**Run 1: sequential cells coloured by netlist name**

Scale: 3 px per µm. Other sequential cells in the stronger grey, the rest of the logic in the fainter grey.
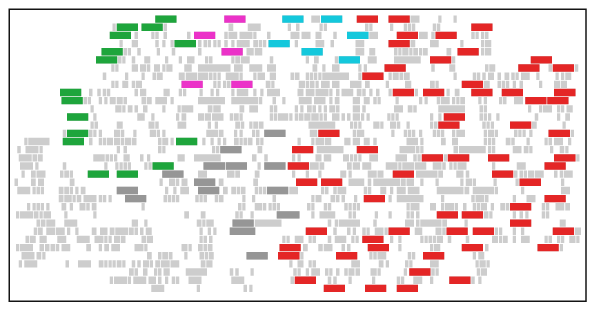
**Run 1: clock routing**

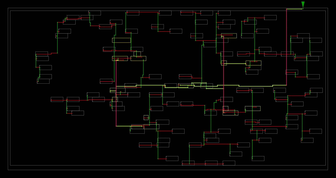
**Run 1: placement density heat map**

Scale: 2 px per µm. 19 x 10 tiles, from white (low) to dark blue (high), 0 to 100% covered.
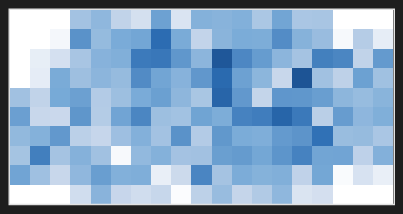
`config.mk`:
```
export PLATFORM = sky130hd
export DESIGN_NAME = trace_recorder
export DESIGN_NICKNAME = d
export VERILOG_FILES = /design/src/rtl/trace_recorder_pkg.sv /design/src/rtl/trace_recorder_box_locator.sv /design/src/rtl/trace_recorder.sv
export SDC_FILE = /design/constraint.sdc
export NUM_CORES = 1
export LEC_CHECK = 0
export ABC_AREA = 1
export CAP_MARGIN = 10
export CORE_ASPECT_RATIO = 0.5
export CORE_UTILIZATION = 37
export CTS_CLUSTER_DIAMETER = 30
export DETAILED_ROUTE_END_ITERATION = 10
export DONT_BUFFER_PORTS = 1
export GPL_TIMING_DRIVEN = 0
export HOLD_SLACK_MARGIN = 0.05
export PLACE_DENSITY = 0.51
export SKIP_LAST_GASP = 1
export SLEW_MARGIN = 15
export SYNTH_ARGS = -nofsm -noshare
export SYNTH_HDL_FRONTEND = slang
export SYNTH_SLANG_ARGS = --single-unit
```
`constraint.sdc`:
```
create_clock -name clk -period 2.95 [get_ports clk]
set_input_delay 0.885 -clock clk [delete_from_list [all_inputs] [get_ports clk]]
set_output_delay 0.885 -clock clk [all_outputs]
set_load 0.05 [all_outputs]
```
`src/rtl/trace_recorder_pkg.sv`:
```
// ============================================================================
// Module      : trace_recorder_pkg
// Description : Shared grid geometry, state encodings and box index helpers
// Revision    : 1.0 - initial release
// ============================================================================
`default_nettype none

package trace_recorder_pkg;

  localparam int GRID_N    = 4;
  localparam int NUM_BOXES = GRID_N * GRID_N;
  localparam int ORDER_W   = 4;

  localparam logic [2:0] ST_IDLE    = 3'd0;
  localparam logic [2:0] ST_ARMED   = 3'd1;
  localparam logic [2:0] ST_DRAWING = 3'd2;
  localparam logic [2:0] ST_DONE    = 3'd3;
  localparam logic [2:0] ST_ERROR   = 3'd4;

  typedef logic [3:0] box_idx_t;

  // Box k lives at bit [15-k] of the bitmap and nibble [63-4k -: 4] of the order word.
  function automatic box_idx_t box_bit(input box_idx_t k);
    return 4'd15 - k;
  endfunction

  function automatic logic [5:0] nibble_lsb(input box_idx_t k);
    return 6'd60 - {k, 2'b00};
  endfunction

  function automatic logic [ORDER_W-1:0] order_nibble(
    input logic [NUM_BOXES*ORDER_W-1:0] order,
    input box_idx_t                     k
  );
    return order[nibble_lsb(k) +: ORDER_W];
  endfunction

endpackage

`default_nettype wire

```
`src/rtl/trace_recorder_box_locator.sv`:
```
// ============================================================================
// Module      : trace_box_locator
// Description : Combinational pen cursor -> {in_grid, box_k} mapping
// Revision    : 1.0 - initial release
// ============================================================================
`default_nettype none

module trace_box_locator
  import trace_recorder_pkg::*;
#(
  parameter int BOX_PX = 25
) (
  input  logic [8:0] cursor_row,
  input  logic [9:0] cursor_col,
  input  logic [7:0] initial_row,
  input  logic [8:0] initial_col,
  output logic       in_grid,
  output box_idx_t   box_k
);

  localparam logic signed [10:0] c_b1 = 11'(BOX_PX);
  localparam logic signed [10:0] c_b2 = 11'(2 * BOX_PX);
  localparam logic signed [10:0] c_b3 = 11'(3 * BOX_PX);
  localparam logic signed [10:0] c_b4 = 11'(GRID_N * BOX_PX);

  logic signed [10:0] w_dr;
  logic signed [10:0] w_dc;

  // Signed offsets so a cursor above/left of the grid goes negative instead of wrapping.
  assign w_dr = $signed({2'b00, cursor_row}) - $signed({3'b000, initial_row});
  assign w_dc = $signed({1'b0, cursor_col}) - $signed({2'b00, initial_col});

  function automatic logic [1:0] band(input logic signed [10:0] d);
    if (d < c_b1)      return 2'd0;
    else if (d < c_b2) return 2'd1;
    else if (d < c_b3) return 2'd2;
    else               return 2'd3;
  endfunction

  assign in_grid = (w_dr >= 11'sd0) && (w_dr < c_b4) &&
                   (w_dc >= 11'sd0) && (w_dc < c_b4);
  assign box_k   = {band(w_dr), band(w_dc)};

endmodule

`default_nettype wire

```
`src/rtl/trace_recorder.sv`:
```
// ============================================================================
// Module      : trace_recorder
// Description : Two-stage pen-trace recorder for the 4x4 spell grid
// Revision    : 1.0 - initial release
// ============================================================================
`default_nettype none

module trace_recorder
  import trace_recorder_pkg::*;
#(
  parameter int BOX_PX       = 25,
  parameter bit STRICT_ORDER = 1'b1
) (
  input  logic                         clk,
  input  logic                         reset,
  input  logic                         trace_screen_on,
  input  logic                         pen_down,
  input  logic [8:0]                   cursor_row,
  input  logic [9:0]                   cursor_col,
  input  logic [7:0]                   initial_row,
  input  logic [8:0]                   initial_col,
  input  logic [NUM_BOXES*ORDER_W-1:0] trace_order,
  input  logic [5:0]                   trace_boxes,
  output logic [NUM_BOXES-1:0]         p1_traced,
  output logic [4:0]                   trace_step,
  output logic [3:0]                   last_box,
  output logic                         trace_done,
  output logic                         trace_error
);

  logic     w_loc_in_grid;
  box_idx_t w_loc_box;

  trace_box_locator #(.BOX_PX(BOX_PX)) u_locator (
    .cursor_row  (cursor_row),
    .cursor_col  (cursor_col),
    .initial_row (initial_row),
    .initial_col (initial_col),
    .in_grid     (w_loc_in_grid),
    .box_k       (w_loc_box)
  );

  logic                         s1_pen_q, s1_pen_d;
  logic                         s1_in_grid_q, s1_in_grid_d;
  box_idx_t                     s1_box_q, s1_box_d;
  logic                         pen_prev_q, pen_prev_d;
  logic [NUM_BOXES*ORDER_W-1:0] order_prev_q, order_prev_d;
  logic [5:0]                   boxes_prev_q, boxes_prev_d;
  logic [2:0]                   state_q, state_d;
  logic [NUM_BOXES-1:0]         traced_q, traced_d;
  logic [4:0]                   step_q, step_d;
  box_idx_t                     last_box_q, last_box_d;
  logic                         box_valid_q, box_valid_d;

  logic               w_entry;
  logic               w_pen_lift;
  logic               w_trace_changed;
  logic [5:0]         w_eff_boxes;
  logic [ORDER_W-1:0] w_nib;
  logic [4:0]         w_step_inc;
  logic               w_in_order;
  box_idx_t           w_bit;

  assign w_entry         = s1_pen_q && s1_in_grid_q && ((s1_box_q != last_box_q) || !box_valid_q);
  assign w_pen_lift      = pen_prev_q && !s1_pen_q;
  assign w_trace_changed = (trace_order != order_prev_q) || (trace_boxes != boxes_prev_q);
  assign w_eff_boxes     = (trace_boxes == 6'd0) ? 6'd1 : trace_boxes;
  assign w_nib           = order_nibble(trace_order, s1_box_q);
  assign w_step_inc      = step_q + 5'd1;
  assign w_bit           = box_bit(s1_box_q);
  // Nibble 0 can never equal step+1, so boxes outside the trace never match.
  assign w_in_order      = ({1'b0, w_nib} == w_step_inc) && ({2'b00, w_nib} <= w_eff_boxes);

  always_comb begin
    s1_pen_d     = pen_down;
    s1_in_grid_d = w_loc_in_grid;
    s1_box_d     = w_loc_box;
    pen_prev_d   = s1_pen_q;
    order_prev_d = trace_order;
    boxes_prev_d = trace_boxes;
    state_d      = state_q;
    traced_d     = traced_q;
    step_d       = step_q;
    last_box_d   = last_box_q;
    box_valid_d  = box_valid_q;

    if (!trace_screen_on) begin
      state_d     = ST_IDLE;
      traced_d    = '0;
      step_d      = '0;
      box_valid_d = 1'b0;
    end else if (w_trace_changed) begin
      state_d     = ST_ARMED;
      traced_d    = '0;
      step_d      = '0;
      box_valid_d = 1'b0;
    end else begin
      if (w_entry) begin
        last_box_d  = s1_box_q;
        box_valid_d = 1'b1;
      end else if (!s1_in_grid_q || w_pen_lift) begin
        box_valid_d = 1'b0;
      end

      case (state_q)
        ST_IDLE: state_d = ST_ARMED;
        ST_ARMED, ST_DRAWING: begin
          if (w_entry) begin
            state_d = ST_DRAWING;
            if (w_in_order) begin
              traced_d[w_bit] = 1'b1;
              step_d          = w_step_inc;
              if ({1'b0, w_step_inc} == w_eff_boxes) state_d = ST_DONE;
            end else if (!traced_q[w_bit]) begin
              if (STRICT_ORDER) state_d = ST_ERROR;
              else              traced_d[w_bit] = 1'b1;
            end
          end else if ((state_q == ST_DRAWING) && w_pen_lift &&
                       ({1'b0, step_q} < w_eff_boxes)) begin
            state_d  = ST_ARMED;
            traced_d = '0;
            step_d   = '0;
          end
        end
        ST_DONE: state_d = ST_DONE;
        ST_ERROR: begin
          if (w_pen_lift) begin
            state_d  = ST_ARMED;
            traced_d = '0;
            step_d   = '0;
          end
        end
        default: state_d = ST_IDLE;
      endcase
    end
  end

  always_ff @(posedge clk) begin
    if (reset) begin
      s1_pen_q     <= 1'b0;
      s1_in_grid_q <= 1'b0;
      s1_box_q     <= '0;
      pen_prev_q   <= 1'b0;
      order_prev_q <= '0;
      boxes_prev_q <= '0;
      state_q      <= ST_IDLE;
      traced_q     <= '0;
      step_q       <= '0;
      last_box_q   <= '0;
      box_valid_q  <= 1'b0;
    end else begin
      s1_pen_q     <= s1_pen_d;
      s1_in_grid_q <= s1_in_grid_d;
      s1_box_q     <= s1_box_d;
      pen_prev_q   <= pen_prev_d;
      order_prev_q <= order_prev_d;
      boxes_prev_q <= boxes_prev_d;
      state_q      <= state_d;
      traced_q     <= traced_d;
      step_q       <= step_d;
      last_box_q   <= last_box_d;
      box_valid_q  <= box_valid_d;
    end
  end

  assign p1_traced   = traced_q;
  assign trace_step  = step_q;
  assign last_box    = last_box_q;
  assign trace_done  = (state_q == ST_DONE);
  assign trace_error = (state_q == ST_ERROR);

endmodule

`default_nettype wire

```
==> results.txt, run 1 <==
flow finished, numbers: Data arrival, critical path roughly 3.2 ns, # Cells Yosys around 1000, power density over cell area about 500 nW/µm², Seq share, synth roughly a third, final-layout clock-cell area share under 10%, yosys adder share ~6%, Vias between 6000 and 7000, final-layout fill cell count ~1900, simple share between 30% and 40%, first-pass GRT wire length between 20 and 30 mm, Net count, final approximately 1200, multi-input gates between 700 and 800, crit path time final around 3 ns, WP depth 24, I/O pin total 137, Comb/total area 50.1%, Slew Viols, Final 0, Worst EP required between 3 and 4 ns, hold_buf cts 0, share of post-route cells with drive strength above 1 a little under an eighth, Clock Latency Late Sink around 0.35 ns, routed len/inst around 15 µm, EDFF count, synth 0, core area around 17000 µm², # Max-Cap Violations 0, top post-synthesis cells by area dfxtp_1, nand2_1, inv_1, CP Cell Sequence buf_12, buf_12, nand2_1, nand2_1, nand2_1, nand2_1, nand2_1, nand2_2, nor2_4, inv_2, ha_4, a21oi_2, o21ai_1, a31oi_1, nand2_1, nor2_1, nand3_2, nand2_4, nand2_2, nand2_2, nand2_4, buf_4, nand2_1, inv_1, register area 2130 µm², leakage around 3.9 nW, CTS Buffer Depth 2, Core Util, Final around 44%, Tot Pwr 3.76 mW, Initial DRC Count around 350, Dominant comb cell simple AND/OR/NAND/NOR gates, die footprint ~19000 µm², non-clock buffer count ~43, reg2reg path depth 24, floorplan net count around 1200, synthesized instance count about 1000, Combinational Area approximately 3800 µm², post-synth top area share about a third, gr usage total between 20% and 30%, CTS sink count between 100 and 150, Port Buffer Count 0, ys flops about 110, Seq cells 106, clock transition at the registers of the reported paths about 0.07 ns, r2r setup slk about 0.034 ns, Worst Setup Slack, final approximately 0.034 ns, Worst Hold Depth 2, CP endpoint p1_traced[8]$_SDFFE_PP0P_, most frequent cells in the layout nand2_1, inv_1, nor2_1, dfxtp_1, xnor2_1, Dominant flop cell dfxtp_1, CP max-delay cell dfxtp_4, NonClk Buf Share 5.45%, VDD IR max approximately 0.00027 V, Residual DRC 0, CTS resizes 16, Top Family by Delay on Critical Path simple AND/OR/NAND/NOR gates, TritonCTS clock tree built, maximum clock rate about 340 MHz, status finished, final reports clean, reg2reg start s1_box_q[0]$_SDFF_PP0_, global route overflow 0, inverters around 180, syn_area_per_cell 6.47 µm², initial antenna violation count 0, Commonest cells post-synth nand2_1, inv_1, nor2_1, H-tree depth 3, Setup Viol. Count Final 0, Finished Layout Cells roughly 1300, Seq area share 27.8%, Hold Path Class reg -> reg, drt total wl between 15 and 20 mm, Most common cell on crit path nand2_1, Worst Setup SP s1_box_q[0]$_SDFF_PP0_, Rel. slew slack 26.1%, largest reg by FF count order_prev_q, xor/xnor share 7.76%, # diodes 0
## Picture notes: 'sequential cells coloured by netlist name'
- cyan: `boxes_prev_q` (sequential cells 6; where north)
- red: `order_prev_q` (sequential cells 64)
- green: `p1_traced` (sequential cells 16)
- magenta: `trace_step` (sequential cells 5; where north)
- not coloured: 15

## Picture notes: 'clock routing'
Power Clock: 1.24 mW
layout clock buffer count: 9

## Picture notes: 'placement density heat map'
- tiles over 75% full: 3.2%
- emptiest ninth of the die: north-west
- fullest tile: 86%
- nearly empty tiles: 8.9%

## run 1: routing by layer
metal / up-vias / GRT usage (%) / part of all wire (%)
li1: 3229 / - / -
met1: 2849 / 28.4 / 49
met2: 146 / 31.7 / 42
met3: 14 / 5.55 / 7.4
met4: 0 / 4.46 / 1.0
met5: - / 0 / 0
## run 1: power breakdown
| group | leakage [nW] | switching (mW) | total [mW] | internal (mW) |
|---|---|---|---|---|
| Clock | 0.144 | 0.576 | 1.24 | 0.666 |
| Sequential | 0.876 | 0.0356 | 1.53 | 1.49 |
| Combinational | 2.86 | 0.580 | 0.994 | 0.415 |
==> run 2: changes to the inputs <==
PLACE_DENSITY = 0.49   (was 0.51)
clock period = 3.1 ns   (was 2.95 ns; I/O delays follow)
**Run 2: wiring by layer**

Scale: 3 px per µm.
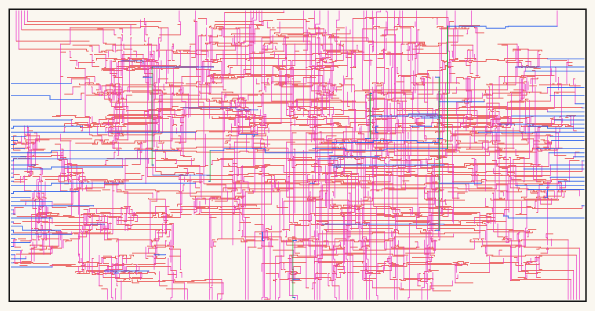
- green: met4 (wire length 169 µm)
- magenta: met2 (wire length 7930 µm)
- blue: met3 (wire length 1380 µm)
- red: met1 (wire length 9360 µm)

==> run 2 against run 1 <==
Effect of this change:
- first-iteration DRC count down 22%
- critical path depth stayed put
- clock power fell by 6%
- sequential share of layout area grew 0.52 points
- setup slack improved by 0.17 ns
- register-to-register slack improved by 0.17 ns
- largest power group unchanged
==> results.txt, run 2 <==
flow finished, numbers: status finished, final reports clean, clock transition at the registers of the reported paths 0.08 ns (about the same), inverters 178 (unchanged), simple share 34.1% (unchanged), NonClk Buf Share 3.93% (-1.5 points), # Cells Yosys 1029 (unchanged), WP depth 24 (unchanged), leakage 3.80 nW (-2.2%), Seq share, synth 31.9% (unchanged), Rel. slew slack 28.0% (+1.8 points), global route overflow 0 (unchanged), top post-synthesis cells by area dfxtp_1, nand2_1, inv_1, Most Crowded Layer GR met2, crit path time final 2.90 ns (-0.0166 ns), initial antenna violation count 0 (unchanged), I/O pin total 137 (unchanged), post-synth top area share 31.9% (unchanged), CP Cell Sequence buf_12, buf_12, nand2_1, o21ai_0, nand2_1, nand2_2, nand2_2, nand2_4, nor2_4, inv_2, ha_4, a21oi_2, o21ai_1, a31oi_1, nand2_1, nor2_2, nand3_2, nand2_4, nand2_2, nand2_2, nand2_4, buf_6, nand2_1, inv_2, Finished Layout Cells 1288 (-0.77%), synthesized instance count 1029 (unchanged), Clock Latency Late Sink 0.37 ns (+0.02 ns), Setup Viol. Count Final 0 (unchanged), CP max-delay cell dfxtp_4, floorplan net count 1169 (unchanged), CTS Buffer Depth 2 (unchanged), Data arrival, critical path 3.16 ns (about the same), share of post-route cells with drive strength above 1 9.96% (-1.5 points), Dominant comb cell simple AND/OR/NAND/NOR gates, Worst EP required 3.36 ns (+0.16 ns), Port Buffer Count 0 (unchanged), largest reg by FF count order_prev_q, # Max-Cap Violations 0 (unchanged), routed len/inst 14.6 µm (-0.34%), Hold Path Class reg -> reg, EDFF count, synth 0 (unchanged), reg2reg start s1_box_q[0]$_SDFF_PP0_
**Run 2: sequential cells coloured by netlist name**

Scale: 3 px per µm. Other sequential cells in the stronger grey, the rest of the logic in the fainter grey.
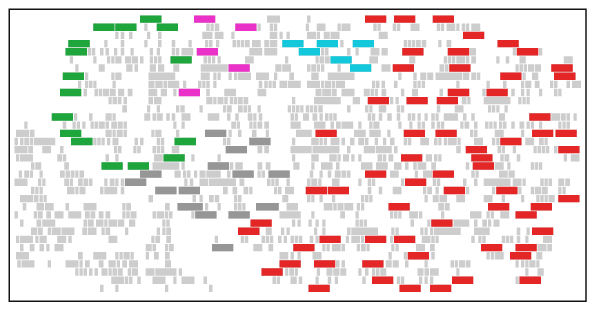
- red: `order_prev_q` (sequential cells 64)
- cyan: `boxes_prev_q` (sequential cells 6; where north)
- magenta: `trace_step` (sequential cells 5)
- green: `p1_traced` (sequential cells 16)
- not coloured: 15
Core Util, Final: 42.9%
Seq. pwr: 1.45 mW
Seq area share: 28.3%
register area: 2130 µm²

==> run 2: what timing repair did <==
item | in CTS | in global routing
setup endpoints to repair | 21 | 23
setup buffers | 2 | 6
pin swaps | 3 | 12
cloned | 0 | 1
hold buffers | 0 | 0
gates resized | 4 | 47
==> run 2: kinds of logic after synthesis <==
kind of cell    count (synthesis)
flops                         106
compound gates                 94
fa+ha+maj                      30
buf+inv                       201
simple gates                  539
xor+xnor                       59
==> run 2: report_power, final <==
group          leakage (nW)  switching [mW]  total (mW)  internal [mW]
clock network         0.147           0.558        1.16          0.600
registers             0.876          0.0325        1.45           1.42
logic                  2.77           0.533       0.896          0.363
==> run 2: routing by layer <==
metal,share of wire [%],routed length (µm),vias to the layer above
met4,0.89,168,0
met5,0,0,-
li1,-,-,3217
met2,42,7930,133
met3,7.3,1380,18
met1,50,9360,2723
==> run 3: changes to the inputs <==
PLACE_DENSITY = default   (was 0.49)
PLACE_DENSITY_LB_ADDON = 0.2   (was default)
**Run 3: clock routing**

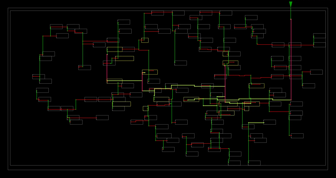
Power Clock: 1.34 mW
Setup Skew: 0.0122 ns

==> run 3 against run 2 <==
Effect of this change:
- via count barely moved
- clock power rose by about 20%
- core utilization rose by 0.53 points
- wire length fell by 3.0%
- total power rose by 5.3%
- combinational power barely moved
- synthesized area did not move
- cell count rose by 0.31%
==> results.txt, run 3 <==
flow finished, numbers: EDFF count, synth 0 (unchanged), internal power 2.58 mW (+8.3%), multi-input gates just over 700, Clock Latency Late Sink 0.35 ns (-0.02 ns), post-synth top area share 31.9% (unchanged), Hold WS between 0.4 and 0.5 ns, Comb. pwr 0.896 mW (about the same), peak per-stage delay on the critical path 0.37 ns, top post-synthesis cells by area dfxtp_1, nand2_1, inv_1, Sw Ratio 30.1% (-2.0 points), ys flops between 100 and 150, Seq pwr share 39.3% (-2.1 points), leakage 3.84 nW (+1.2%), share of post-route cells with drive strength above 1 9.92% (-0.038 points), Tot Pwr about 3.7 mW, combinational fraction of design power 24.3% (-1.2 points), clock transition at the registers of the reported paths 0.07 ns (about the same), Hold Path Class reg -> reg, Pre-antenna DRT Iters 4, Yosys top cell by area dfxtp_1, Worst EP required 3.36 ns (about the same), Net count, final 1193, largest reg by FF count order_prev_q, vias per cell around 4.7, die footprint between 15000 and 20000 µm², inverters 178 (unchanged), Finished Layout Cells 1292 (+0.31%), non-clock buffer count 36, drt total wl approximately 18 mm, Port Buffer Count 0 (unchanged), Seq cells between 100 and 150, gr usage total between 20% and 30%, Root Driver clkbuf_16, TritonCTS clock tree built, # Cells Yosys 1029 (unchanged), register area 2130 µm² (unchanged), Leading cell kind combinational gates, global route overflow 0 (unchanged), largest net degree at the start of global routing 19, status finished, final reports clean, final number of hold-violating endpoints 0, initial antenna violation count 0 (unchanged), Worst Setup Slack, final 0.159 ns, NonClk Buf Share 4.40% (+0.46 points), Largest Pwr Group sequential cells, CTS sink count 106, power density over cell area between 400 and 500 nW/µm², crit path time final 2.94 ns (+0.0418 ns), Psw 1.11 mW (-1.2%), synthesized instance count 1029 (unchanged), dpl hpwl roughly 14 mm, CP Max Fanout 10, CP Cell Sequence buf_12, buf_12, o21ai_0, nand2_1, nand2_1, nand2_1, nand2_2, nor2_4, inv_1, ha_4, a21oi_2, o21ai_1, a31oi_1, nand2_1, nor2_2, nand3_2, nand2_4, nand2_2, nand2_2, nand2_4, buf_4, nand2_1, inv_2, Data arrival, critical path 3.20 ns (+0.04 ns), reg2reg start s1_box_q[0]$_SDFF_PP0_, CTS Buffer Depth 2 (unchanged), # Max-Cap Violations 0 (unchanged), Seq. pwr 1.45 mW (about the same), final-layout clock-cell area share 4.63%, WP depth 23 (-4.2%), floorplan net count 1169 (unchanged), Setup Viol. Count Final 0 (unchanged), Seq share, synth 31.9% (unchanged), nature of the critical path endpoint register, clock power share 36.4% (+3.4 points), routed len/inst 14.1 µm (-3.3%), maximum clock rate roughly 340 MHz, max FFs per register approximately 64, Post-DRT Antenna Nets 0, Top cell excl fill/tap nand2_1, Rel. slew slack 26.0% (-2.0 points), CP max-delay cell dfxtp_4, I/O pin total 137 (unchanged)
**Run 3: sequential cells coloured by netlist name**

Scale: 3 px per µm. Other sequential cells in the stronger grey, the rest of the logic in the fainter grey.
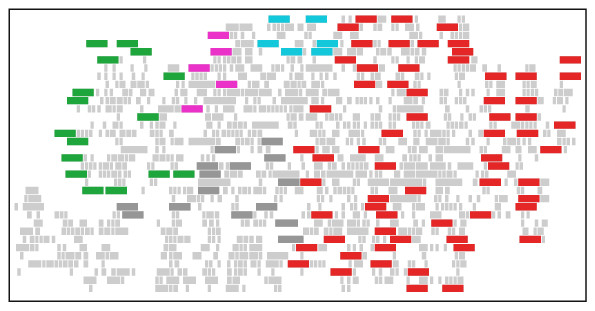
- red: `order_prev_q` (sequential cells 64)
- magenta: `trace_step` (sequential cells 5)
- cyan: `boxes_prev_q` (sequential cells 6; where north)
- green: `p1_traced` (sequential cells 16)
Seq area share: 28.0%
Core Util, Final: 43.5%

## run 3: repair_timing
item | 4_1_cts | 5_1_grt
setup buffers | 2 | 9
setup endpoints to repair | 22 | 23
hold buffers | 0 | 0
resized | 5 | 45
endpoints found under the hold margin | 0 | 0
gates cloned | 0 | 2
pin swaps | 1 | 10
## run 3: metal layers
layer | global-route usage, % | routed length (µm)
met1 | 26.7 | 8600
met2 | 32.8 | 8190
met3 | 5.59 | 1360
met4 | 3.97 | 113
met5 | 0 | 0
## run 3: cell families (layout without fill, tap and decap cells)
family / after synthesis / in the layout / synth area share (%)
flops: 106 / 106 / 31.9
fa+ha+maj: 30 / 30 / 5.86
xor+xnor: 59 / 59 / 7.76
simple gates: 539 / 539 / 34.1
compound gates: 94 / 94 / 7.93
buf+inv: 201 / 230 / 12.5

## Gallery

The metal 4 layer.
Scale: 4 px per µm. Supply wires on this layer in grey. Cells faint in the background.
(a)
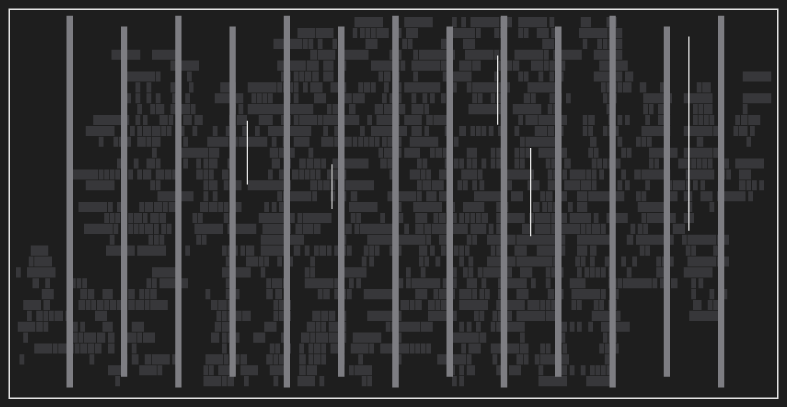
(b)
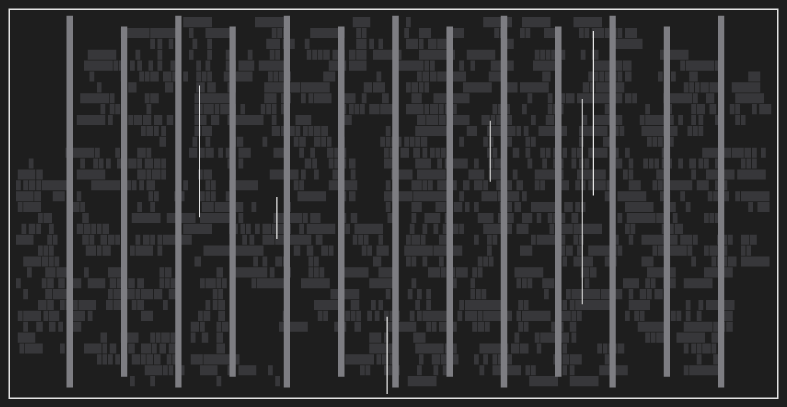
run 3 -> (a)
run 2 -> (b)

Key to (b):
- wire length on this layer: 169 µm
- longest straight run: 51.0 µm
- nets with wire on the layer: 4
- main direction: vertical
- share of all routed wire: 0.90%

Power is estimated from default activity; no workload was simulated.
